==> src/rtl/fifo_uart_tx_pkg.sv <==
// Shared definitions for the FIFO-fed 8N1 UART transmitter: FSM state
// encoding and serial line levels.
package fifo_uart_pkg;

    typedef enum logic [2:0] {
        IDLE  = 3'd0,
        FETCH = 3'd1,
        LOAD  = 3'd2,
        START = 3'd3,
        DATA  = 3'd4,
        STOP  = 3'd5
    } state_t;

    localparam logic LINE_IDLE = 1'b1;
    localparam logic START_BIT = 1'b0;
    localparam logic STOP_BIT  = 1'b1;

endpackage

==> src/rtl/fifo_uart_tx_if.sv <==
// FIFO read-port bundle between the synchronous FIFO (slave) and its
// consumer, the UART transmitter (master).
interface fifo_uart_tx_if #(
    parameter int WIDTH = 8
);
    logic             fifo_empty;
    logic [WIDTH-1:0] fifo_rdata;
    logic             fifo_rd_error;
    logic             fifo_rd_en;

    modport master (
        output fifo_rd_en,
        input  fifo_empty,
        input  fifo_rdata,
        input  fifo_rd_error
    );

    modport slave (
        input  fifo_rd_en,
        output fifo_empty,
        output fifo_rdata,
        output fifo_rd_error
    );
endinterface

==> src/rtl/fifo_uart_tx_bit_timer.sv <==
// Bit-period timer: counts 0..CLKS_PER_BIT-1 while running and flags the
// last cycle of each bit period.
module tx_bit_timer #(
    parameter int CLKS_PER_BIT = 16
) (
    input  logic clk_i,
    input  logic rst_i,
    input  logic run_i,
    output logic bit_tick_o
);
    localparam int CNT_W = (CLKS_PER_BIT > 1) ? $clog2(CLKS_PER_BIT) : 1;
    localparam logic [CNT_W-1:0] LAST = CNT_W'(CLKS_PER_BIT - 1);

    logic [CNT_W-1:0] r_cnt;

    always_ff @(posedge clk_i) begin
        if (!rst_i || !run_i) begin
            r_cnt <= '0;
        end else if (r_cnt == LAST) begin
            r_cnt <= '0;
        end else begin
            r_cnt <= r_cnt + 1'b1;
        end
    end

    assign bit_tick_o = run_i && (r_cnt == LAST);

endmodule

==> src/rtl/fifo_uart_tx.sv <==
// FIFO-draining 8N1 serial transmitter: pops one byte per frame from the
// FIFO read port and shifts it out LSB first between start and stop bits.
module fifo_uart_tx
    import fifo_uart_pkg::*;
#(
    parameter int WIDTH        = 8,
    parameter int CLKS_PER_BIT = 16
) (
    input  logic                  clk_i,
    input  logic                  rst_i,
    input  logic                  enable_i,
    fifo_uart_tx_if.master        fifo,
    output logic                  tx_o,
    output logic                  busy_o,
    output logic                  byte_done_o,
    output logic                  err_o
);
    localparam int BIT_W = $clog2(WIDTH + 1);
    localparam logic [BIT_W-1:0] LAST_BIT = BIT_W'(WIDTH - 1);

    state_t             r_state, w_state_next;
    logic [WIDTH-1:0]   r_shift, w_shift_next;
    logic [BIT_W-1:0]   r_bit_cnt, w_bit_cnt_next;
    logic               r_tx, w_tx_next;
    logic               r_rd_en, w_rd_en_next;
    logic               r_busy, w_busy_next;
    logic               r_byte_done, w_byte_done_next;
    logic               r_err, w_err_next;
    logic               w_run;
    logic               w_bit_tick;

    assign w_run = (r_state == START) || (r_state == DATA) || (r_state == STOP);

    tx_bit_timer #(
        .CLKS_PER_BIT(CLKS_PER_BIT)
    ) u_timer (
        .clk_i      (clk_i),
        .rst_i      (rst_i),
        .run_i      (w_run),
        .bit_tick_o (w_bit_tick)
    );

    always_comb begin
        w_state_next   = r_state;
        w_shift_next   = r_shift;
        w_bit_cnt_next = r_bit_cnt;
        case (r_state)
            IDLE:  if (enable_i && !fifo.fifo_empty) w_state_next = FETCH;
            FETCH: w_state_next = LOAD;
            LOAD: begin
                w_shift_next = fifo.fifo_rdata;
                w_state_next = fifo.fifo_rd_error ? IDLE : START;
            end
            START: if (w_bit_tick) w_state_next = DATA;
            DATA: begin
                if (w_bit_tick) begin
                    w_shift_next = r_shift >> 1;
                    if (r_bit_cnt == LAST_BIT) begin
                        w_bit_cnt_next = '0;
                        w_state_next   = STOP;
                    end else begin
                        w_bit_cnt_next = r_bit_cnt + 1'b1;
                    end
                end
            end
            STOP:  if (w_bit_tick) w_state_next = IDLE;
            default: w_state_next = IDLE;
        endcase

        // Outputs are decoded from the next state so each lands in a flop
        // aligned with the state it belongs to.
        w_tx_next = LINE_IDLE;
        case (w_state_next)
            START:   w_tx_next = START_BIT;
            DATA:    w_tx_next = w_shift_next[0];
            STOP:    w_tx_next = STOP_BIT;
            default: w_tx_next = LINE_IDLE;
        endcase
        w_rd_en_next     = (w_state_next == FETCH);
        w_busy_next      = (w_state_next != IDLE);
        w_byte_done_next = (r_state == STOP) && w_bit_tick;
        w_err_next       = (r_state == LOAD) && fifo.fifo_rd_error;
    end

    always_ff @(posedge clk_i) begin
        if (!rst_i) begin
            r_state     <= IDLE;
            r_shift     <= '0;
            r_bit_cnt   <= '0;
            r_tx        <= LINE_IDLE;
            r_rd_en     <= 1'b0;
            r_busy      <= 1'b0;
            r_byte_done <= 1'b0;
            r_err       <= 1'b0;
        end else begin
            r_state     <= w_state_next;
            r_shift     <= w_shift_next;
            r_bit_cnt   <= w_bit_cnt_next;
            r_tx        <= w_tx_next;
            r_rd_en     <= w_rd_en_next;
            r_busy      <= w_busy_next;
            r_byte_done <= w_byte_done_next;
            r_err       <= w_err_next;
        end
    end

    assign fifo.fifo_rd_en = r_rd_en;
    assign tx_o            = r_tx;
    assign busy_o          = r_busy;
    assign byte_done_o     = r_byte_done;
    assign err_o           = r_err;

endmodule
==> src/flat_wrapper.sv <==
// flat-port wrapper written by rule: the top's interface ports become plain ports
module fifo_uart_tx_flat import fifo_uart_pkg::*;
#(
    parameter int WIDTH        = 8,
    parameter int CLKS_PER_BIT = 16
)
  (clk_i, rst_i, enable_i, tx_o, busy_o, byte_done_o, err_o, fifo_fifo_rd_en, fifo_fifo_empty, fifo_fifo_rdata, fifo_fifo_rd_error);
  fifo_uart_tx_if #(.WIDTH(WIDTH)) fifo_i ();
  input  logic clk_i;
  input  logic rst_i;
  input  logic enable_i;
  output logic tx_o;
  output logic busy_o;
  output logic byte_done_o;
  output logic err_o;
  output wire logic [$bits(fifo_i.fifo_rd_en)-1:0] fifo_fifo_rd_en;
  input wire logic [$bits(fifo_i.fifo_empty)-1:0] fifo_fifo_empty;
  input wire logic [$bits(fifo_i.fifo_rdata)-1:0] fifo_fifo_rdata;
  input wire logic [$bits(fifo_i.fifo_rd_error)-1:0] fifo_fifo_rd_error;
  assign fifo_fifo_rd_en = fifo_i.fifo_rd_en;
  assign fifo_i.fifo_empty = fifo_fifo_empty;
  assign fifo_i.fifo_rdata = fifo_fifo_rdata;
  assign fifo_i.fifo_rd_error = fifo_fifo_rd_error;
  fifo_uart_tx #(.WIDTH(WIDTH), .CLKS_PER_BIT(CLKS_PER_BIT)) u_core (.clk_i(clk_i), .rst_i(rst_i), .enable_i(enable_i), .fifo(fifo_i), .tx_o(tx_o), .busy_o(busy_o), .byte_done_o(byte_done_o), .err_o(err_o));
endmodule
==> config.mk <==
export PLATFORM = sky130hd
export DESIGN_NAME = fifo_uart_tx_flat
export DESIGN_NICKNAME = d
export VERILOG_FILES = /design/src/rtl/fifo_uart_tx_pkg.sv /design/src/rtl/fifo_uart_tx_if.sv /design/src/rtl/fifo_uart_tx_bit_timer.sv /design/src/rtl/fifo_uart_tx.sv /design/src/flat_wrapper.sv
export SDC_FILE = /design/constraint.sdc
export NUM_CORES = 1
export LEC_CHECK = 0
export CAP_MARGIN = 5
export CORE_MARGIN = 2
export CORE_UTILIZATION = 55
export CTS_CLUSTER_DIAMETER = 60
export CTS_CLUSTER_SIZE = 14
export DETAILED_ROUTE_END_ITERATION = 10
export HOLD_SLACK_MARGIN = 0.08
export PLACE_DENSITY = 0.82
export SYNTH_ARGS = -nofsm -noshare
export SYNTH_HDL_FRONTEND = slang
export SYNTH_SLANG_ARGS = --single-unit
==> constraint.sdc <==
create_clock -name clk_i -period 4.7 [get_ports clk_i]
set_input_delay 0.94 -clock clk_i [delete_from_list [all_inputs] [get_ports clk_i]]
set_output_delay 0.94 -clock clk_i [all_outputs]
set_load 0.005 [all_outputs]
==> run_1/cell_density.png <==
The die is cut into 10 by 10 equal tiles; dark blue is low, red is high, 0 to 100% covered.
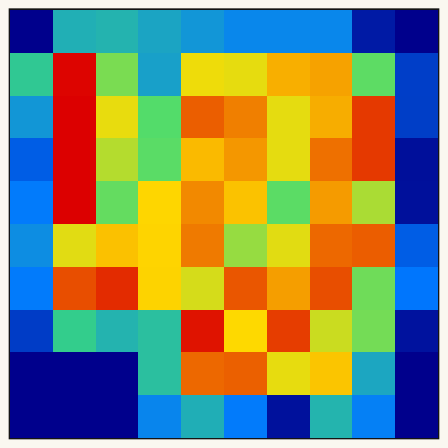
nearly empty tiles = 10%
mean over tiles = 53%
fullest tile = 100%
emptiest ninth of the die = bottom left
densest ninth of the die = middle
tiles over 75% full = 35%

==> run_1/clk_routes.png <==
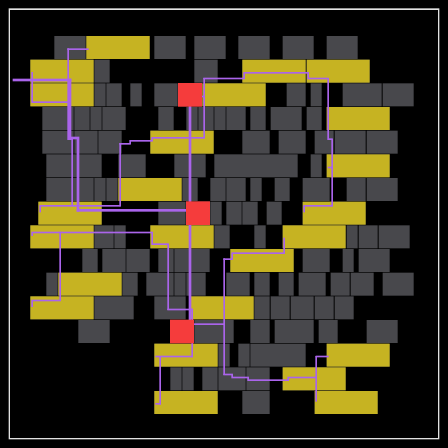
flip-flops -> yellow  # count 24
clock wires -> purple  # length 269 um
clock drivers -> red  # count 3
flops lie = all over the die

==> Slide: Implementation Results, run 1 <==
Flow Results at a Glance

Cells and area
  – Design area: 1320 um2
  – Largest register by flop count: u_core.r_shift
  – Nets@finish: 152

Yosys
  – Main flop type: dfxtp_1
  – Post-synth ARST share: 0%
  – Mapped Nets: 136
  – EDFF count, synth: 0
  – Yosys Chip Area: 1120 um2
  – Number of cells in Yosys stat: 121

Route
  – DR pass1 iterations: 4
  – Routed wl met2: 1.03 mm
  – Vias: 936

Global route
  – Vias in the first global route: 924
  – GR Util All Layers: 20.5%
  – Initial antenna violation count: 0
  – Busiest grt layer: met2

Flow run
  – Tool warning count: 26
  – Max-cap violations: 0

Clocking
  – Clock buffer count from CTS: 3
  – TritonCTS clock tree: done

Placed design
  – Post-DP Area: 1290 um2
  – Placed insts: 159
  – Detailed placement HPWL: 1.62 mm

Run status
  – Status: finished, final reports clean

Pwr
  – Overall power: 333 uW

Setup path
  – CP max stage delay: 500 ps
  – Critical-path cell list: clkdlybuf4s50_1
  – Worst-path cell with the longest stage delay: clkdlybuf4s50_1

Timing
  – Setup Viol. Count Final: 0
  – Final clock skew: 1.44 ps

Die
  – IO Pins: 18
==> run_1/logic_types.png <==
Scale bar: 10 um.
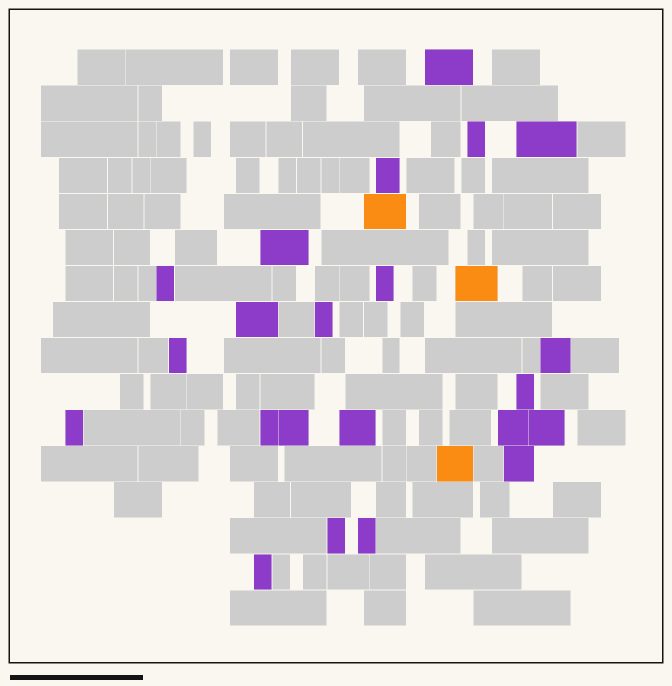
NOR gates -> purple  # cells 22, most used nor2_1
AND-OR and OR-AND gates -> orange  # cells 3, most used o31a_1

==> run_1/wires.png <==
Scale bar: 10 um.
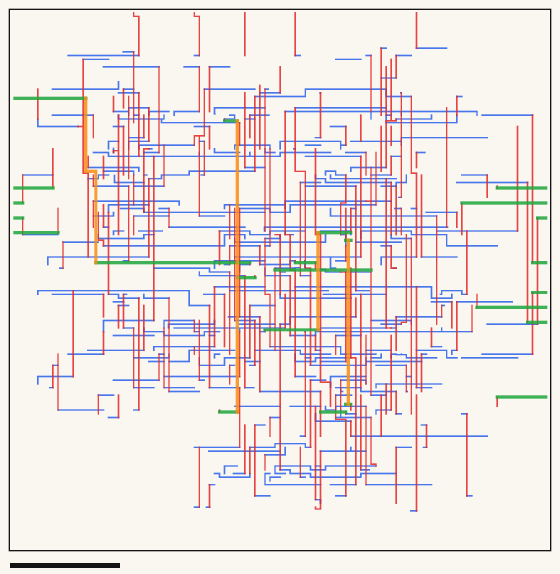
metal 2 -> red  # wire length 1030 um
metal 3 -> green  # wire length 82.2 um
metal 1 -> blue  # wire length 1020 um
metal 4 -> orange  # wire length 66.2 um

## run 1: metrics by stage
stage / worst slack, ps / hold slack, ps
global route: 2550 / 469
finish: 2610 / 457
global placement: 2400 / 429
detailed placement: 2350 / 440
floorplan: 2970 / 418
CTS: 2590 / 458
## run 1: final timing paths
| path | end | slack (ps) | depth (start not counted) |
|---|---|---|---|
| min reg2reg | u_core.u_timer.r_cnt[0]$_SDFF_PP0_ | 460 | 1 |
| max reg2reg | u_core.r_bit_cnt[1]$_SDFFE_PN0P_ | 2810 | 4 |
| max | tx_o | 2610 | 1 |
| min | u_core.u_timer.r_cnt[0]$_SDFF_PP0_ | 460 | 1 |
## run 1: synthesized netlist by cell type, drive strengths merged, types with 4 or more instances
cell type and count:
dfxtp 24, a21oi 12, nor2 11, a22oi 6, nand2 6, nand3 6
and3 4, buf 4, inv 4, o21ai 4
## run 1: layout make-up
class	count	area, um2
timing repair buffer	17	170
sequential	24	480
fill	172	626
tap	27	33.8
clock buffer	3	22.5
inverter	4	15.0
multi-input combinational	87	594
## run 1: power by group through the flow
stage / logic [uW] / clock network, uW / registers (uW)
after global placement: 30.7 / 0 / 218
after detailed placement: 31.7 / 0 / 218
after floorplan: 19.4 / 0 / 214
after CTS: 31.9 / 90.2 / 214
final: 31.7 / 87.9 / 214
after global routing: 34.8 / 102 / 215
## run 1: layout by cell type, fill, tap and decap left out, types with 2 or more instances in the layout
master	instances
o31a_1	2
nand3b_1	2
nand3_1	5
xor2_1	3
and3_1	3
a21oi_1	12
ha_1	2
and2_1	2
nor2b_1	3
a22oi_1	6
clkbuf_4	3
nor3b_1	2
nand2_1	6
nor2_1	11
inv_1	4
nand2b_1	3
mux2i_1	3
clkdlybuf4s50_1	17
o21ai_0	4
dfxtp_1	24
==> run_1/congestion.png <==
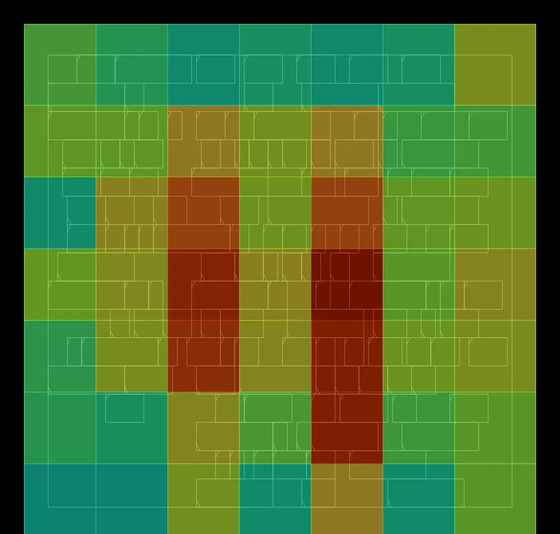

==> run 1 -> run 2 <==
Settings changed: CORE_UTILIZATION 55 to 51, PLACE_DENSITY 0.82 to 0.77.
Clock period 4.7 ns to 2.1 ns, I/O delays scaled along.
==> run_2/congestion.png <==
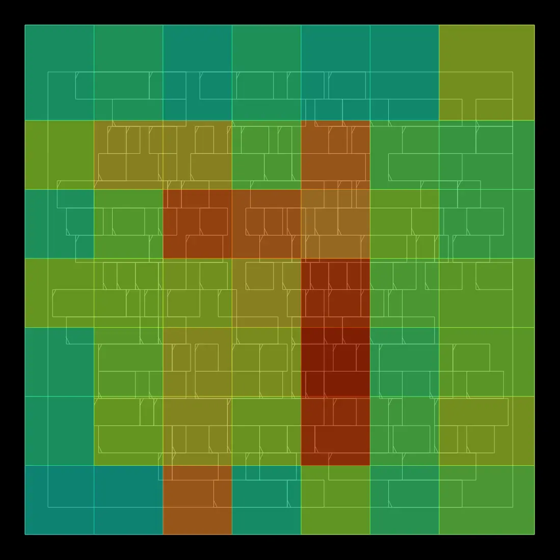
met2 usage: 32.0%
GR Util All Layers: 19.0%
Core Util, Final: 66.6%

==> run 2 against run 1 <==
Cell count is 2.5% higher. Highest routed layer unchanged. Critical endpoint is now u_core.fifo.fifo_rd_en$_SDFF_PN0_. Critical path depth is 3 higher. First-iteration DRC count is 4.3% lower. Clock power is 120% higher. Sequential power is 120% higher. Worst setup slack worse by 2200 ps. Global-route usage is 1.5 points lower. Combinational power is 130% higher. Non-clock buffer count is 4 higher. Clock skew is 4.1 ps higher.
==> Slide: Implementation Results, run 2 <==
Flow Results at a Glance

Timing
  – Setup Viol. Count Final: 0
  – PnR worst setup slack: 376 ps
  – Worst hold margin: 464 ps

Cells and area
  – FF/Latch Area: 480 um2
  – Design area: 1350 um2
  – Most frequent cells in the layout: dfxtp_1, clkdlybuf4s50_1, a21oi_1
  – Nets@finish: 156
  – Logic area: 594 um2

Setup path
  – FF-to-FF End: u_core.fifo.fifo_rd_en$_SDFF_PN0_
  – CP max stage delay: 580 ps
  – Critical-path cell list: nand2b_1 -> or4_4 -> o311ai_4 -> and3_1
  – Critical Path End: u_core.fifo.fifo_rd_en$_SDFF_PN0_
  – Worst-path cell with the longest stage delay: or4_4
  – R2r setup slk: 380 ps

Yosys
  – Synth top cells by count: dfxtp_1, a21oi_1, nor2_1, a22oi_1, nand2_1
  – Synth top cell by count: dfxtp_1
  – Post-synth ARST share: 0%
  – EDFF count, synth: 0
  – Number of cells in Yosys stat: 121

Placed design
  – Detailed placement HPWL: 1.63 mm
  – Placed insts: 163
  – Dpl ws: 343 ps

Clocking
  – Clock buffer count from CTS: 3

Global route
  – Vias in the first global route: 883
  – Busiest grt layer: met2

Route
  – Vias: 956
  – DR pass1 iterations: 4
  – Routed wl met2: 1.05 mm

Flow run
  – Max-cap violations: 0
  – Tool warning count: 26

Run status
  – Status: finished, final reports clean

Die
  – IO Pins: 18
==> run_2/cell_density.png <==
The die is cut into 10 by 10 equal tiles; dark blue is low, red is high, 0 to 100% covered.
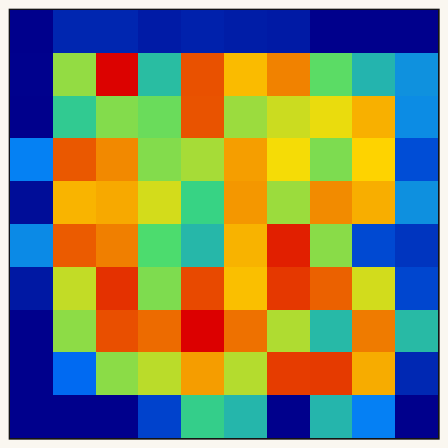
mean over tiles = 51%
nearly empty tiles = 13%
fullest tile = 100%
tiles over 75% full = 33%
core area: 2020 um2
fp util: 55.6%

## run 2: cell families after synthesis
| kind of cell | Yosys count |
|---|---|
| adders and majority gates | 2 |
| muxes | 3 |
| and+or+nand+nor | 47 |
| DFF | 24 |
| AOI/OAI and AO/OA | 32 |
| buffers and inverters | 10 |
| xor gates and xnor gates | 3 |
## run 2: final cells by class
type                       instances  area share [%]
multi-input combinational         87            44.1
sequential                        24            35.7
timing repair buffer              21            14.9
tap                               27            2.51
clock buffer                       3            1.67
inverter                           4            1.12
## run 2: worst min path at each step
| stage | slack (ps) | to | startpoint | depth (start not counted) |
|---|---|---|---|---|
| after floorplan | 420 | u_core.u_timer.r_cnt[0]$_SDFF_PP0_ | u_core.u_timer.r_cnt[0]$_SDFF_PP0_ | 1 |
| after detailed placement | 450 | u_core.u_timer.r_cnt[0]$_SDFF_PP0_ | u_core.u_timer.r_cnt[0]$_SDFF_PP0_ | 1 |
| final | 460 | u_core.u_timer.r_cnt[0]$_SDFF_PP0_ | u_core.u_timer.r_cnt[0]$_SDFF_PP0_ | 1 |
| after global routing | 490 | u_core.u_timer.r_cnt[0]$_SDFF_PP0_ | u_core.u_timer.r_cnt[0]$_SDFF_PP0_ | 1 |
| after global placement | 430 | u_core.u_timer.r_cnt[0]$_SDFF_PP0_ | u_core.u_timer.r_cnt[0]$_SDFF_PP0_ | 1 |
| after CTS | 470 | u_core.u_timer.r_cnt[0]$_SDFF_PP0_ | u_core.u_timer.r_cnt[0]$_SDFF_PP0_ | 1 |
## run 2: where the power goes
group	total, uW	switching, uW	internal (uW)
combinational	74.2	30.1	44.1
clock	191	124	67.0
sequential	476	10.6	466
total	741	165	577
No activity file was given, so power comes from the tool's default toggle rates.
